--- src/rtl/data_memory.sv ---
// data_memory: byte-addressed, little-endian data memory with byte/halfword/word
// access, sign or zero extended loads and a one-cycle registered response.
// Out of reset it zeroes every word in turn and only then starts taking requests.
module data_memory #(
    parameter int DATA_W = 16,
    parameter int DEPTH  = 256,
    parameter int ADDR_W = 16
) (
    input  logic              clk,
    input  logic              rst,
    input  logic              req_valid,
    output logic              req_ready,
    input  logic              req_we,
    input  logic [1:0]        req_size,
    input  logic              req_signed,
    input  logic [ADDR_W-1:0] req_addr,
    input  logic [DATA_W-1:0] req_wdata,
    output logic              rsp_valid,
    output logic [DATA_W-1:0] rsp_rdata,
    output logic              rsp_err,
    output logic              init_busy
);
    localparam int BPW   = DATA_W / 8;
    localparam int OFF_W = $clog2(BPW);
    localparam int IDX_W = ADDR_W - OFF_W;
    localparam int AW    = $clog2(DEPTH);

    // Handshake: a request is taken on any rising edge where req_valid and
    // req_ready are both high; req_ready does not depend on req_valid. Every
    // taken request, good or bad, produces exactly one rsp_valid pulse on the
    // next cycle. There is no response backpressure.

    typedef enum logic {INIT, RUN} state_t;

    state_t            state_q, state_d;
    logic [AW-1:0]     clr_cnt_q, clr_cnt_d;
    logic              ready_d, busy_d;
    logic [DATA_W-1:0] mem [DEPTH];

    logic [OFF_W-1:0]  off;
    logic [IDX_W-1:0]  idx;
    logic [OFF_W+2:0]  sh;
    logic              oob, misaligned, err, accept;
    logic [DATA_W-1:0] rd_word, lane_mask, lane_data, merged, shifted, load_val;

    assign off     = req_addr[OFF_W-1:0];
    assign idx     = req_addr[ADDR_W-1:OFF_W];
    assign sh      = {off, 3'b000};
    assign rd_word = mem[idx[AW-1:0]];
    assign accept  = req_valid & req_ready;

    // Word indices beyond the array are any set bit above the array index bits.
    generate
        if (IDX_W > AW) begin : g_oob
            assign oob = |idx[IDX_W-1:AW];
        end else begin : g_no_oob
            assign oob = 1'b0;
        end
    endgenerate

    // Alignment rule: halfwords on even offsets, words on offset zero.
    always_comb begin
        misaligned = 1'b0;
        case (req_size)
            2'b01:   misaligned = off[0];
            2'b10:   misaligned = |off;
            default: misaligned = 1'b0;
        endcase
    end

    assign err = (req_size == 2'b11) | misaligned | oob;

    // Store lane mask/data and load lane select plus extension.
    always_comb begin
        lane_mask = '1;
        lane_data = req_wdata;
        shifted   = rd_word >> sh;
        load_val  = shifted;
        case (req_size)
            2'b00: begin
                lane_mask = DATA_W'(8'hFF) << sh;
                lane_data = DATA_W'(req_wdata[7:0]) << sh;
                load_val  = DATA_W'(shifted[7:0]);
                if (req_signed && shifted[7]) load_val = load_val | ~DATA_W'(8'hFF);
            end
            2'b01: begin
                lane_mask = DATA_W'(16'hFFFF) << sh;
                lane_data = DATA_W'(req_wdata[15:0]) << sh;
                load_val  = DATA_W'(shifted[15:0]);
                if (req_signed && shifted[15]) load_val = load_val | ~DATA_W'(16'hFFFF);
            end
            default: begin
                lane_mask = '1;
                lane_data = req_wdata;
                load_val  = shifted;
            end
        endcase
        merged = (rd_word & ~lane_mask) | (lane_data & lane_mask);
    end

    // Next state: walk the clear counter through every word, then serve requests.
    always_comb begin
        state_d   = state_q;
        clr_cnt_d = clr_cnt_q;
        case (state_q)
            INIT: begin
                clr_cnt_d = clr_cnt_q + 1'b1;
                if (clr_cnt_q == AW'(DEPTH - 1)) state_d = RUN;
            end
            RUN:     state_d = RUN;
            default: state_d = INIT;
        endcase
        ready_d = (state_d == RUN);
        busy_d  = (state_d == INIT);
    end

    // State, clear counter and the registered ready/busy flags.
    always_ff @(posedge clk) begin
        if (rst) begin
            state_q   <= INIT;
            clr_cnt_q <= '0;
            req_ready <= 1'b0;
            init_busy <= 1'b1;
        end else begin
            state_q   <= state_d;
            clr_cnt_q <= clr_cnt_d;
            req_ready <= ready_d;
            init_busy <= busy_d;
        end
    end

    // Memory array: clear writes during INIT, lane-merged stores during RUN.
    always_ff @(posedge clk) begin
        if (!rst) begin
            if (state_q == INIT) begin
                mem[clr_cnt_q] <= '0;
            end else if (accept && req_we && !err) begin
                mem[idx[AW-1:0]] <= merged;
            end
        end
    end

    // Response register: pulse valid per accepted request, hold data otherwise.
    always_ff @(posedge clk) begin
        if (rst) begin
            rsp_valid <= 1'b0;
            rsp_rdata <= '0;
            rsp_err   <= 1'b0;
        end else begin
            rsp_valid <= accept;
            if (accept) begin
                rsp_err   <= err;
                rsp_rdata <= (err || req_we) ? '0 : load_val;
            end
        end
    end

endmodule

--- config.mk ---
export PLATFORM = sky130hd
export DESIGN_NAME = data_memory
export DESIGN_NICKNAME = d
export VERILOG_FILES = /design/src/rtl/data_memory.sv
export SDC_FILE = /design/constraint.sdc
export NUM_CORES = 2
export LEC_CHECK = 0
export CELL_PAD_IN_SITES_DETAIL_PLACEMENT = 1
export CELL_PAD_IN_SITES_GLOBAL_PLACEMENT = 2
export CORE_UTILIZATION = 58
export CTS_BUF_LIST = sky130_fd_sc_hd__clkbuf_4
export CTS_CLUSTER_SIZE = 28
export DETAILED_ROUTE_END_ITERATION = 8
export DONT_BUFFER_PORTS = 1
export PLACE_DENSITY_LB_ADDON = 0.1
export SLEW_MARGIN = 20
export SYNTH_ARGS = -nofsm -noshare
export SYNTH_HDL_FRONTEND = slang
export SYNTH_SLANG_ARGS = --single-unit
--- constraint.sdc ---
create_clock -name clk -period 31.3 [get_ports clk]
set_clock_uncertainty 0.2 [all_clocks]
set_input_delay 6.26 -clock clk [delete_from_list [all_inputs] [get_ports clk]]
set_output_delay 6.26 -clock clk [all_outputs]
set_load 0.01 [all_outputs]
==> notes.md <==
Physical implementation.

- The type of the setup path with the least slack is in2reg.
- The ratio of routed vias to standard cells is 6.63.
- The wire-length estimate of the detail-placed layout is 264 mm.
- Broken down by cell family, the worst path's largest delay share belongs to buffers and inverters.
- In this run, the synthesized area fraction spent on AND-OR/OR-AND gates is recorded as 2.85%.
- The number of buffers added by the clock tree synthesis step is 1119.
- The insertion delay to the later sink of the worst-skew pair is 1670 ps.
- The xor and xnor fraction of the mapped netlist area is 0.0381%.
- The setup violation total in the final timing report is 0.
- Yosys printed 0 warnings.
- The total count of max-transition violations in the final report is 157.
- The post-route DRC violation count is 0.
- Summed over all nets, the switching power comes to 0.00236 W.
- Walking the worst path, the cells encountered are buf_16, buf_4, buf_4, buf_12, mux4_2, mux2i_1, a22oi_1, o22ai_1, a211o_1, a211oi_1, nand2_1, a21oi_4, buf_4, buf_4, buf_6.
- The synthesized design spends more area on one cell type than any other, namely sky130_fd_sc_hd__edfxtp_1.
- The combined area of all synthesized cells is 161000 sq um.
- The iteration tally of the first detailed-router pass is 6.
- The critical path endpoint category is a flip-flop.
- Static timing analysis puts the maximum clock frequency at 75.4 MHz.
- The internal cell power is 0.00841 W.
- The routed layout has 85100 vias.
- The count of H-tree levels built during CTS is 7.
- TritonCTS reports the number of clock sinks as 4124.
- The total placed cells including tap cells is 11000.
- The commonest cells after synthesis are sky130_fd_sc_hd__edfxtp_1 (4096), sky130_fd_sc_hd__mux4_2 (855), sky130_fd_sc_hd__mux2i_1 (489).
- The gate-level netlist out of Yosys references 79 unique cell types.
- The clock tree root buffer cell is sky130_fd_sc_hd__clkbuf_4.
- The leakage power in the latest report is 68.7 nW.
- In this run the deepest clock path goes through 5 buffers.
- The routed design could run at a clock period as short as 13260 ps.
- The OpenROAD report gives the critical path a required time of 32320 ps.
- The most frequent cell after synthesis is sky130_fd_sc_hd__edfxtp_1.
- The final reports fail on slew limit.
- The floorplan has 193 rows.
- In the final timing run, aggregate negative setup slack is 0 ps.
- Summing over the stages, the warning tally comes to 86.
- On the worst setup and hold paths after CTS, the clock-pin slew comes to 60 ps.
- According to the I/O placement log, the pin count is 59.
- Setup repair after global routing left no endpoint under its margin.
- The transition time recorded at the tightest slew-check pin is 1980 ps.
- The peak fanout along the critical path is 103.
- The starting density of the core is 58.3%.
- Entering global routing, the biggest net connects 738 pins.
- The tally of nets with antenna violations remaining after routing is 0.
- The number of antenna violations at the first check in global routing is 25.
- The library cell appearing most often on the critical path is sky130_fd_sc_hd__buf_4.
- The share of the core filled with cells in the final layout is 64.8%.
- The run finished, with violations left.
- The count of input and output buffers is 0.
- The arrival time at the worst endpoint is 14280 ps.
- The worst register-to-register path has a setup slack of 25000 ps.
- Of the total power, the clock network draws 41.7%.
- The element type at the critical path start is an input port.
- Of all flip-flops after synthesis, the portion carrying an async set or reset was 0%.
- In the synthesized netlist the dominant register cell turns out to be sky130_fd_sc_hd__edfxtp_1.
- From synthesis to final layout, the design area changed by 11.2%.
- The finished layout holds 12800 standard cells, fillers aside.
- The dominant kind of combinational cell is multiplexers.
- Overall power consumption after layout is estimated at 0.0108 W.
- The fraction of the yosys area taken by sequential cells is 76.7%.
- The number of cells produced by synthesis is 7325.
- The mux cell area share after synthesis is 16.1%.
- The global-route wire length before repair is 650 mm.
- The portion of the clock cycle consumed by the worst path in the final layout is 42.4%.
- The adder-cell share of the synthesized area is 0.0311%.
- The CTS tree is yes.
- Dividing the synthesized area by the synthesized cell count gives 22.0 sq um.
- Registers are responsible for 55.5% of the overall power.
- Post-CTS repair ended up resizing 0 cells.
- The number of maximum-capacitance violations recorded for the run is 0.
- The post-synthesis chip area from yosys is 161000 sq um.
- The worst ir drop on vdd is 0.0502 mV.
- The width of the die is 529 um.
- The post-layout net count is 8481.
- According to the floorplan report, the die height is 529 um.
- After floorplanning, the core was sized to cover 276000 sq um.
- The stage delay of the slowest cell on the critical path is 850 ps.
- The starting DRC count in detailed routing is 10900.
==> cell type report <==
cell class,instances,area [sq um]
sequential,4124,124000
fill,22800,97200
multi-input combinational,2763,34500
clock buffer,1527,11500
tap,3705,4640
timing repair buffer,419,3490
clock inverter,260,1310
antenna,26,65.1
inverter,11,43.8
==> per-stage QoR <==
| step | hold slack, ps | setup slack [ps] | cell area, sq um |
|---|---|---|---|
| finish | 303 | 18040 | 179000 |
| CTS | 306 | 17950 | 179000 |
| floorplan | 267 | 9730 | 161000 |
| global route | 317 | 17660 | 179000 |
| global placement | 283 | 15960 | 166000 |
| detailed placement | 296 | 16150 | 166000 |
==> final timing paths <==
| check | depth (start not counted) | startpoint | end |
|---|---|---|---|
| setup / recovery | 15 | req_addr[1] | mem[153][5]$_DFFE_PP_ |
| hold / removal | 2 | rsp_rdata[7]$_SDFFE_PP0N_ | rsp_rdata[7]$_SDFFE_PP0N_ |
| setup reg to reg | 11 | mem[13][13]$_DFFE_PP_ | mem[156][13]$_DFFE_PP_ |
| hold reg to reg | 2 | rsp_rdata[7]$_SDFFE_PP0N_ | rsp_rdata[7]$_SDFFE_PP0N_ |
==> power by group through the flow <==
stage	registers (W)	logic, W	clock network (W)
floorplan	0.00610	0.000217	0
global placement	0.00610	0.000264	0
detailed placement	0.00610	0.000267	0
CTS	0.00598	0.000268	0.00458
global route	0.00598	0.000300	0.00482
finish	0.00598	0.000294	0.00449
==> sequential cells by signal (all words and copies together), names as in the netlist <==
name / flops
mem: 4096
rsp_err: 1
rsp_valid: 1
clr_cnt_q: 8
state_q: 1
init_busy: 1
rsp_rdata: 16
==> cell families (layout without fill, tap and decap cells) <==
family | Yosys count | after routing
and+or+nand+nor | 693 | 693
AOI/OAI and AO/OA | 640 | 640
other | 0 | 26
muxes | 1419 | 1419
buffers and inverters | 438 | 2217
DFF | 4124 | 4124
xor gates and xnor gates | 7 | 7
adders and majority gates | 4 | 4
==> tightest hold or removal path, cell delays in order, from the launching register on <==
cell and delay [ps]:
sky130_fd_sc_hd__dfxtp_1 340, sky130_fd_sc_hd__nand2_1 70, sky130_fd_sc_hd__nand2_1 50
==> placed cells by master, fill, tap and decap left out, drive strengths merged, types with 6 or more instances in the layout <==
cell,instances
buf,419
nand3b,11
nand2,140
diode,26
a31oi,30
nor2b,22
clkbuf,1527
xor2,6
or2,20
o21ai,43
mux2i,489
o221ai,98
edfxtp,4096
a221oi,15
a211oi,31
and2,11
mux2,11
nand3,42
or3,20
dfxtp,28
nor4,18
o22ai,95
nor3,74
a2111oi,6
mux4,919
bufinv,11
a22oi,137
inv,41
a22o,16
nand2b,9
nor2,301
clkinv,217
a21oi,127
==> routing by layer <==
layer	GRT usage [%]	part of all wire, %	up-vias	wire length (um)
met5	0	0.014	-	65
met3	8.44	9.7	847	45100
met2	52.1	48	5021	223000
met1	46.2	39	45400	179000
met4	15.3	3.9	10	18100
li1	-	-	33800	-
Figure 1. Zoomed window.
Region (382, 117) to (412, 147) um. Cells in grey, sequential cells in the stronger grey; small squares are vias.
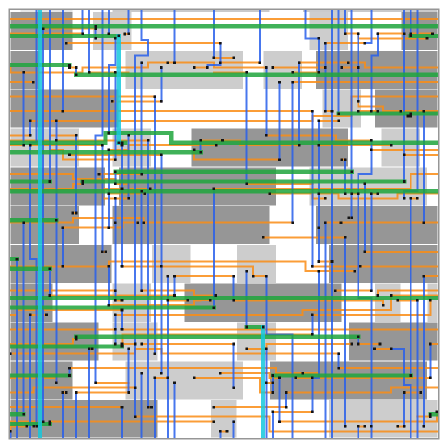
Orange marks M1. Green marks M3. Cyan marks M4. Blue marks M2.
Sequential cells in the window: 14. Most frequent: edfxtp_1 (14), clkbuf_4 (9), mux4_2 (5). 32 logic cells have their middle in the window. Netlist names of flops here include mem (14).

Figure 2. Clock wires, drivers and flops.
Scale bar: 200 um.
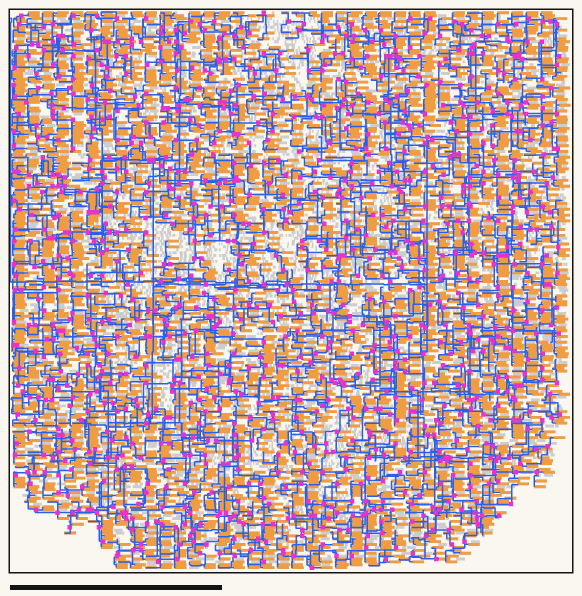
Magenta marks clock-net drivers, count 1119. Orange marks flip-flops, count 4124. Blue marks clock wires, length 53.5 mm.
There are 1120 routed clock nets. Position of the flops: all over the die.

No activity file was given, so power comes from the tool's default toggle rates.
